`src/rtl/icache_controller_if.sv`:
```
// icache_controller_if: CPU fetch, cache storage, next-level memory and counter signals of the icache controller
interface icache_controller_if #(
  parameter int WORD_WIDTH = 32,
  parameter int ADDR_WIDTH = 32,
  parameter int COUNT_WIDTH = 16
);
  logic cpu_req;
  logic [ADDR_WIDTH-1:0] cpu_addr;
  logic cpu_ready;
  logic cpu_valid;
  logic [WORD_WIDTH-1:0] cpu_data;
  logic cs_read;
  logic cs_write;
  logic [ADDR_WIDTH-1:0] cs_address;
  logic [WORD_WIDTH-1:0] cs_write_block;
  logic [WORD_WIDTH-1:0] cs_read_data;
  logic cs_hit;
  logic mem_req;
  logic [ADDR_WIDTH-1:0] mem_addr;
  logic mem_valid;
  logic [WORD_WIDTH-1:0] mem_rdata;
  logic [COUNT_WIDTH-1:0] hit_count;
  logic [COUNT_WIDTH-1:0] miss_count;
  modport master (
    input cpu_req, cpu_addr, cs_read_data, cs_hit, mem_valid, mem_rdata,
    output cpu_ready, cpu_valid, cpu_data, cs_read, cs_write, cs_address, cs_write_block,
    output mem_req, mem_addr, hit_count, miss_count
  );
  modport slave (
    output cpu_req, cpu_addr, cs_read_data, cs_hit, mem_valid, mem_rdata,
    input cpu_ready, cpu_valid, cpu_data, cs_read, cs_write, cs_address, cs_write_block,
    input mem_req, mem_addr, hit_count, miss_count
  );
endinterface

```
`src/rtl/icache_controller.sv`:
```
// icache_controller: direct-mapped instruction cache control FSM with miss fill forwarding and saturating hit/miss counters
module icache_controller #(
  parameter int WORD_WIDTH = 32,
  parameter int ADDR_WIDTH = 32,
  parameter int COUNT_WIDTH = 16
) (
  input logic clk,
  input logic reset_n,
  icache_controller_if.master bus
);
  typedef enum logic [2:0] {IDLE, LOOKUP, CHECK, MEM_WAIT, FILL} state_t;
  localparam logic [COUNT_WIDTH-1:0] cnt_max = '1;
  state_t state_q, state_d;
  logic [ADDR_WIDTH-1:0] addr_q, addr_d, mem_addr_q, mem_addr_d;
  logic [WORD_WIDTH-1:0] fill_q, fill_d, data_q, data_d;
  logic [COUNT_WIDTH-1:0] hit_q, hit_d, miss_q, miss_d;
  // state and datapath registers; reset abandons any lookup or fill in flight
  always_ff @(posedge clk or negedge reset_n)
    if (!reset_n) begin
      state_q <= IDLE;
      addr_q <= '0;
      mem_addr_q <= '0;
      fill_q <= '0;
      data_q <= '0;
      hit_q <= '0;
      miss_q <= '0;
    end else begin
      state_q <= state_d;
      addr_q <= addr_d;
      mem_addr_q <= mem_addr_d;
      fill_q <= fill_d;
      data_q <= data_d;
      hit_q <= hit_d;
      miss_q <= miss_d;
    end
  // next state, one-state strobes, and the held copies of address/data outputs
  always_comb begin
    state_d = state_q;
    addr_d = addr_q;
    mem_addr_d = mem_addr_q;
    fill_d = fill_q;
    data_d = data_q;
    hit_d = hit_q;
    miss_d = miss_q;
    bus.cpu_ready = 1'b0;
    bus.cpu_valid = 1'b0;
    bus.cpu_data = data_q;
    bus.cs_read = 1'b0;
    bus.cs_write = 1'b0;
    bus.mem_req = 1'b0;
    case (state_q)
      IDLE: begin
        bus.cpu_ready = reset_n;
        if (bus.cpu_req) begin
          addr_d = bus.cpu_addr;
          state_d = LOOKUP;
        end
      end
      LOOKUP: begin
        bus.cs_read = 1'b1;
        state_d = CHECK;
      end
      CHECK: begin
        if (bus.cs_hit) begin
          bus.cpu_valid = 1'b1;
          bus.cpu_data = bus.cs_read_data;
          data_d = bus.cs_read_data;
          hit_d = (hit_q == cnt_max) ? hit_q : hit_q + 1'b1;
          state_d = IDLE;
        end else begin
          miss_d = (miss_q == cnt_max) ? miss_q : miss_q + 1'b1;
          mem_addr_d = addr_q;
          state_d = MEM_WAIT;
        end
      end
      MEM_WAIT: begin
        bus.mem_req = 1'b1;
        if (bus.mem_valid) begin
          fill_d = bus.mem_rdata;
          state_d = FILL;
        end
      end
      FILL: begin
        bus.cs_write = 1'b1;
        bus.cpu_valid = 1'b1;
        bus.cpu_data = fill_q;
        data_d = fill_q;
        state_d = IDLE;
      end
      default: state_d = IDLE;
    endcase
  end
  assign bus.cs_address = addr_q;
  assign bus.cs_write_block = fill_q;
  assign bus.mem_addr = mem_addr_q;
  assign bus.hit_count = hit_q;
  assign bus.miss_count = miss_q;
endmodule

```
`src/flat_wrapper.sv`:
```
// flat-port wrapper written by rule: the top's interface ports become plain ports
module icache_controller_flat 
#(
  parameter int WORD_WIDTH = 32,
  parameter int ADDR_WIDTH = 32,
  parameter int COUNT_WIDTH = 16
)
  (clk, reset_n, bus_cpu_req, bus_cpu_addr, bus_cs_read_data, bus_cs_hit, bus_mem_valid, bus_mem_rdata, bus_cpu_ready, bus_cpu_valid, bus_cpu_data, bus_cs_read, bus_cs_write, bus_cs_address, bus_cs_write_block, bus_mem_req, bus_mem_addr, bus_hit_count, bus_miss_count);
  icache_controller_if #(.WORD_WIDTH(WORD_WIDTH), .ADDR_WIDTH(ADDR_WIDTH), .COUNT_WIDTH(COUNT_WIDTH)) bus_i ();
  input logic clk;
  input logic reset_n;
  input wire logic [$bits(bus_i.cpu_req)-1:0] bus_cpu_req;
  input wire logic [$bits(bus_i.cpu_addr)-1:0] bus_cpu_addr;
  input wire logic [$bits(bus_i.cs_read_data)-1:0] bus_cs_read_data;
  input wire logic [$bits(bus_i.cs_hit)-1:0] bus_cs_hit;
  input wire logic [$bits(bus_i.mem_valid)-1:0] bus_mem_valid;
  input wire logic [$bits(bus_i.mem_rdata)-1:0] bus_mem_rdata;
  output wire logic [$bits(bus_i.cpu_ready)-1:0] bus_cpu_ready;
  output wire logic [$bits(bus_i.cpu_valid)-1:0] bus_cpu_valid;
  output wire logic [$bits(bus_i.cpu_data)-1:0] bus_cpu_data;
  output wire logic [$bits(bus_i.cs_read)-1:0] bus_cs_read;
  output wire logic [$bits(bus_i.cs_write)-1:0] bus_cs_write;
  output wire logic [$bits(bus_i.cs_address)-1:0] bus_cs_address;
  output wire logic [$bits(bus_i.cs_write_block)-1:0] bus_cs_write_block;
  output wire logic [$bits(bus_i.mem_req)-1:0] bus_mem_req;
  output wire logic [$bits(bus_i.mem_addr)-1:0] bus_mem_addr;
  output wire logic [$bits(bus_i.hit_count)-1:0] bus_hit_count;
  output wire logic [$bits(bus_i.miss_count)-1:0] bus_miss_count;
  assign bus_i.cpu_req = bus_cpu_req;
  assign bus_i.cpu_addr = bus_cpu_addr;
  assign bus_i.cs_read_data = bus_cs_read_data;
  assign bus_i.cs_hit = bus_cs_hit;
  assign bus_i.mem_valid = bus_mem_valid;
  assign bus_i.mem_rdata = bus_mem_rdata;
  assign bus_cpu_ready = bus_i.cpu_ready;
  assign bus_cpu_valid = bus_i.cpu_valid;
  assign bus_cpu_data = bus_i.cpu_data;
  assign bus_cs_read = bus_i.cs_read;
  assign bus_cs_write = bus_i.cs_write;
  assign bus_cs_address = bus_i.cs_address;
  assign bus_cs_write_block = bus_i.cs_write_block;
  assign bus_mem_req = bus_i.mem_req;
  assign bus_mem_addr = bus_i.mem_addr;
  assign bus_hit_count = bus_i.hit_count;
  assign bus_miss_count = bus_i.miss_count;
  icache_controller #(.WORD_WIDTH(WORD_WIDTH), .ADDR_WIDTH(ADDR_WIDTH), .COUNT_WIDTH(COUNT_WIDTH)) u_core (.clk(clk), .reset_n(reset_n), .bus(bus_i));
endmodule
```
`config.mk`:
```
export PLATFORM = sky130hd
export DESIGN_NAME = icache_controller_flat
export DESIGN_NICKNAME = d
export VERILOG_FILES = /design/src/rtl/icache_controller_if.sv /design/src/rtl/icache_controller.sv /design/src/flat_wrapper.sv
export SDC_FILE = /design/constraint.sdc
export NUM_CORES = 1
export LEC_CHECK = 0
export CORE_UTILIZATION = 27
export DETAILED_ROUTE_END_ITERATION = 10
export HOLD_SLACK_MARGIN = 0.05
export PLACE_DENSITY_LB_ADDON = 0.2
export SLEW_MARGIN = 20
export SYNTH_ARGS = -nofsm -noshare
export SYNTH_HDL_FRONTEND = slang
export SYNTH_SLANG_ARGS = --single-unit
```
`constraint.sdc`:
```
create_clock -name clk -period 2.39 [get_ports clk]
set_input_delay 0.239 -clock clk [delete_from_list [all_inputs] [get_ports clk]]
set_output_delay 0.239 -clock clk [all_outputs]
set_load 0.05 [all_outputs]
```
Fig. 1: run 1, M1 wires
Scale bar: 50 um. Supply wires on this layer in gray.
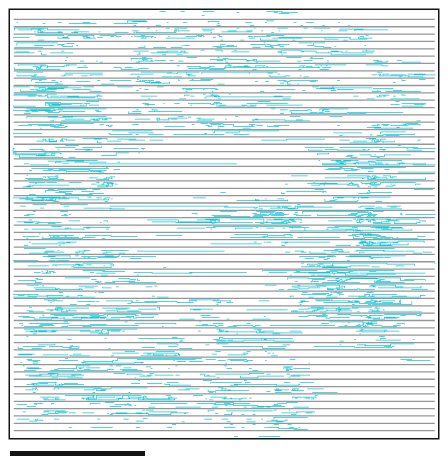
longest straight run: 54.3 um
main direction: horizontal
wire length on this layer: 8550 um
number of vias in the routed layout: 5354
total wire length after detailed routing: 20100 um
grt met1 use: 0.203

Fig. 2: run 1, the metal 4 layer
Supply wires on this layer in gray.
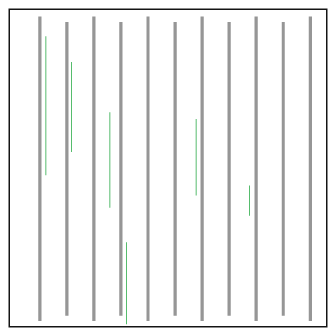
longest straight run: 69.4 um
main direction: vertical
share of all routed wire: 1.3%
nets with wire on the layer: 4
wire length on this layer: 256 um

Fig. 3: run 1, signal wires on met2
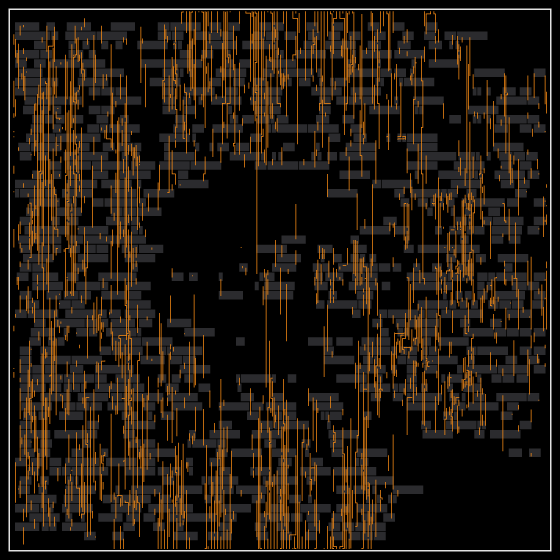
share of all routed wire: 46%
wire length on this layer: 9270 um
main direction: vertical
met2 capacity usage during global routing: 0.255

==> results.txt, run 1 <==
Numbers from the implementation run.

The first element of the critical path is u_core.state_q[1]$_DFFE_PN0P_. The global-route wire length before repair is just over 30000 um. Of the total power, the clock network draws 0.165. The share of the core filled with cells in the final layout is 0.468.

The average detailed-routed wire length per instance is approximately 17 um. The sequential cell area fraction in the yosys report is 0.617. The DRC violation count after routing is 0. The worst hold slack across all endpoints is roughly 250 ps. The run finished with clean final reports. The overall power consumption is 18.2 mW. The number of inverters outside the clock class in the layout is 4.

The first-pass iteration count of the detailed router is 4. The least setup slack across all paths after layout is 60.8 ps. The area of all sequential standard cells is roughly 4100 um^2. The multi-input combinational cells in the finished layout cover a total of around 2600 um^2.

The area growth from synthesis to layout is 68.0%. The dominant power group is combinational cells. The switching portion of total power comes to 0.461. The delay of the slowest critical-path stage is 380 ps. The actual transition at the worst max-transition pin is 556 ps. The post-synthesis share of cell area spent on and, or, nand and nor gates is 0.165. Of the total synthesized cell area, the portion taken by AND-OR and OR-AND cells is 0.0414. The total I/O pin count is 266. The worst setup slack after placement is 21.6 ps.

Setup repair after global routing could not meet its margin everywhere. The synthesis report gives the async set-or-reset register share as 1.00. Of the total power, combinational logic draws 0.577. A synthesized cell averages ~12 um^2. The setup path with the least slack is of type reg -> out. The end of the worst register-to-register path is u_core.bus.miss_count[13]$_DFFE_PN0P_. The deepest clock path buffer count is 2. The chip area is around 25000 um^2. By count the netlist is led by nand2_1, dfrtp_1, mux2_2. The internal cell power is a little under 10 mW.

The clock tree from TritonCTS is yes. The data required time at the worst endpoint is 2150 ps. The sequential-cell power consumption is approximately 4.7 mW. The count of cell instances traversed by the critical path is 8. In this run the worst path has a maximum fanout of 8. The number of synthesis warnings is 0. The pin count of the biggest net entering global routing is ~80. The startpoint class of the critical path is a flop. The synthesized area is 6620 um^2. The sort of element at the end of the critical path is a primary output. The cell type contributing the most total cell area after synthesis is dfrtp_1.

The antenna diode instance count is 0. The number of hold buffers added after cts is 1. The number of logic gates is between 300 and 400.

The cell that appears most often on the critical path is buf_12. Per the layout area report, the sequential fraction of cell area is 0.367. The number of cells in the yosys synthesis report is 574. The number of sequential cells in the layout is 163. Per the synthesis report, the XOR/XNOR share of the synthesized area is 0.0397. The placement row count is 56. The number of cells on the worst reg-to-reg path is 5. The number of sinks on the clock net is between 150 and 200. The number of clock-tree buffers in the layout is 21.

The number of setup buffers added after CTS is 7. The met3 layer usage reported by global route is 0.0765. The count of non-CTS buffers in the layout is roughly 300. The number of buffers and inverters on the critical path is 5. The post-synth area from yosys stat is roughly 6600 um^2.

The signal arrival time at the worst endpoint is between 2000 and 2500 ps. Of all the cell area in the finished design, the clock network holds 0.0580. The flow reports power dissipated in the clock network as 3.02 mW. Once detailed placement completed, the half-perimeter wirelength came to roughly 14000 um.
## Run 2: what changed since run 1
--- a/config.mk
+++ b/config.mk
@@ -5,7 +5,7 @@
 export SDC_FILE = /design/constraint.sdc
 export NUM_CORES = 1
 export LEC_CHECK = 0
-export CORE_UTILIZATION = 27
+export CORE_UTILIZATION = 43
 export DETAILED_ROUTE_END_ITERATION = 10
 export HOLD_SLACK_MARGIN = 0.05
 export PLACE_DENSITY_LB_ADDON = 0.2
==> run 2 against run 1 <==
  * Critical path depth down 2
  * Via count up 1.5%
  * Critical path type unchanged
  * Combinational power fell by about 10%
  * Clock power is 7.0% lower
  * Total power shrank 7.6%
  * Clock skew is 4.4 ps lower
==> results.txt, run 2 <==
Numbers from the implementation run.

The least setup slack across all paths after layout was 83.2 ps (+22.4 ps). The fraction of synthesis flops using an asynchronous set or reset pin is 1.00 (unchanged). The area fraction in compound gates after synthesis is 0.0414 (unchanged).

The half-perimeter wire length after detailed placement is 13200 um (-5.8%). The number of logic gates is 378 (unchanged). The data required time at the worst endpoint is 2150 ps (about the same). The DRC violation count after routing is 0 (unchanged). The run finished with clean final reports. The number of clock-tree buffers in the layout is 21 (unchanged). The overall power consumption is 16.8 mW (-7.6%). The count of buffering cells on the critical path with inverters included came to 3 (-2). The global-route wire length before repair was 29400 um (-4.7%).

The antenna diode instance count is 0 (unchanged). The share of the core filled with cells in the final layout is 0.693 (+0.225). The placement row count came to 44 (-21%).

In this run the layout overhead on the synthesized area is reported as 54.5%. The count of cell instances traversed by the critical path is 6 (-2). The sum of routed wire length over all layers was 18600 um (-7.2%). The share of power burned in combinational logic is 0.553 (-0.024). The largest fanout of any net on the critical path came to 21 (+13). The met3 layer usage reported by global route is 0.0854 (+0.00890).

The clock tree cell share of total cell area is 0.0599 (+0.00189). The met1 global-route usage came to 0.261 (+0.0585). The clock tree from TritonCTS is yes.

The first element of the critical path is u_core.state_q[2]$_DFFE_PN0P_. The fraction of met2 tracks used by global routing came to 0.430 (+0.175). The total I/O pin count is 266 (unchanged). The number of inverters outside the clock class in the layout is 4 (unchanged). The number of hold buffers added after cts is 1 (unchanged). The chip area was 15900 um^2 (-37%).

The worst setup slack after placement is 136 ps (+114 ps). The deepest clock path buffer count is 2 (unchanged). The sequential-cell power consumption came to 4.72 mW (about the same). The synthesized area is 6620 um^2 (unchanged). The area fraction in xor and xnor cells came to 0.0397 (unchanged).

The number of cells in the yosys synthesis report is 574 (unchanged). The number of sinks on the clock net is 163 (unchanged). The actual transition at the worst max-transition pin came to 848 ps (+292 ps). The worst register-to-register path ends at u_core.bus.miss_count[13]$_DFFE_PN0P_. The number of sequential cells in the layout came to 163 (unchanged).

The net switching fraction of the power is 0.479 (+0.0187). The post-synthesis share of cell area spent on and, or, nand and nor gates was 0.165 (unchanged). The pin count of the biggest net entering global routing was 164 (+100%). The post-synth area from yosys stat came to 6620 um^2 (unchanged). The startpoint-to-endpoint class of the critical path is reg -> out.

The area of all sequential standard cells is 4080 um^2 (unchanged).
Fig. 4: run 2, M1 wires
Scale bar: 50 um. Supply wires on this layer in gray.
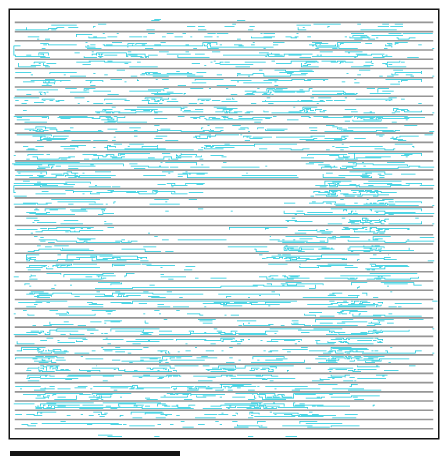
main direction: horizontal
wire length on this layer: 7010 um
share of all routed wire: 38%
longest straight run: 48.3 um

Fig. 5: run 2, signal wires on met2
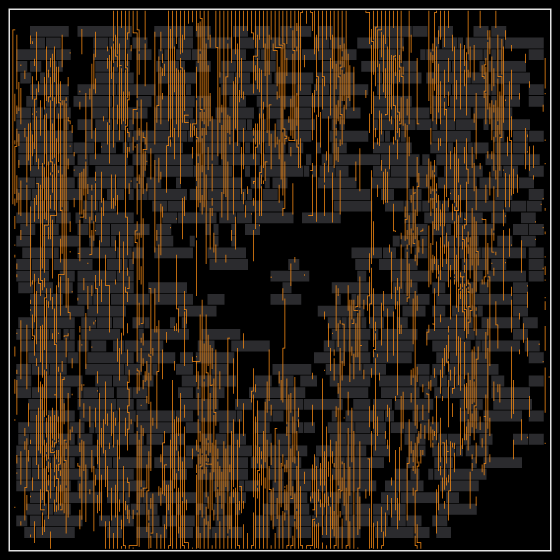
longest straight run: 47.6 um
wire length on this layer: 9740 um
nets with wire on the layer: 863
main direction: vertical
share of all routed wire: 52%

Power and IR drop assume default switching activity.
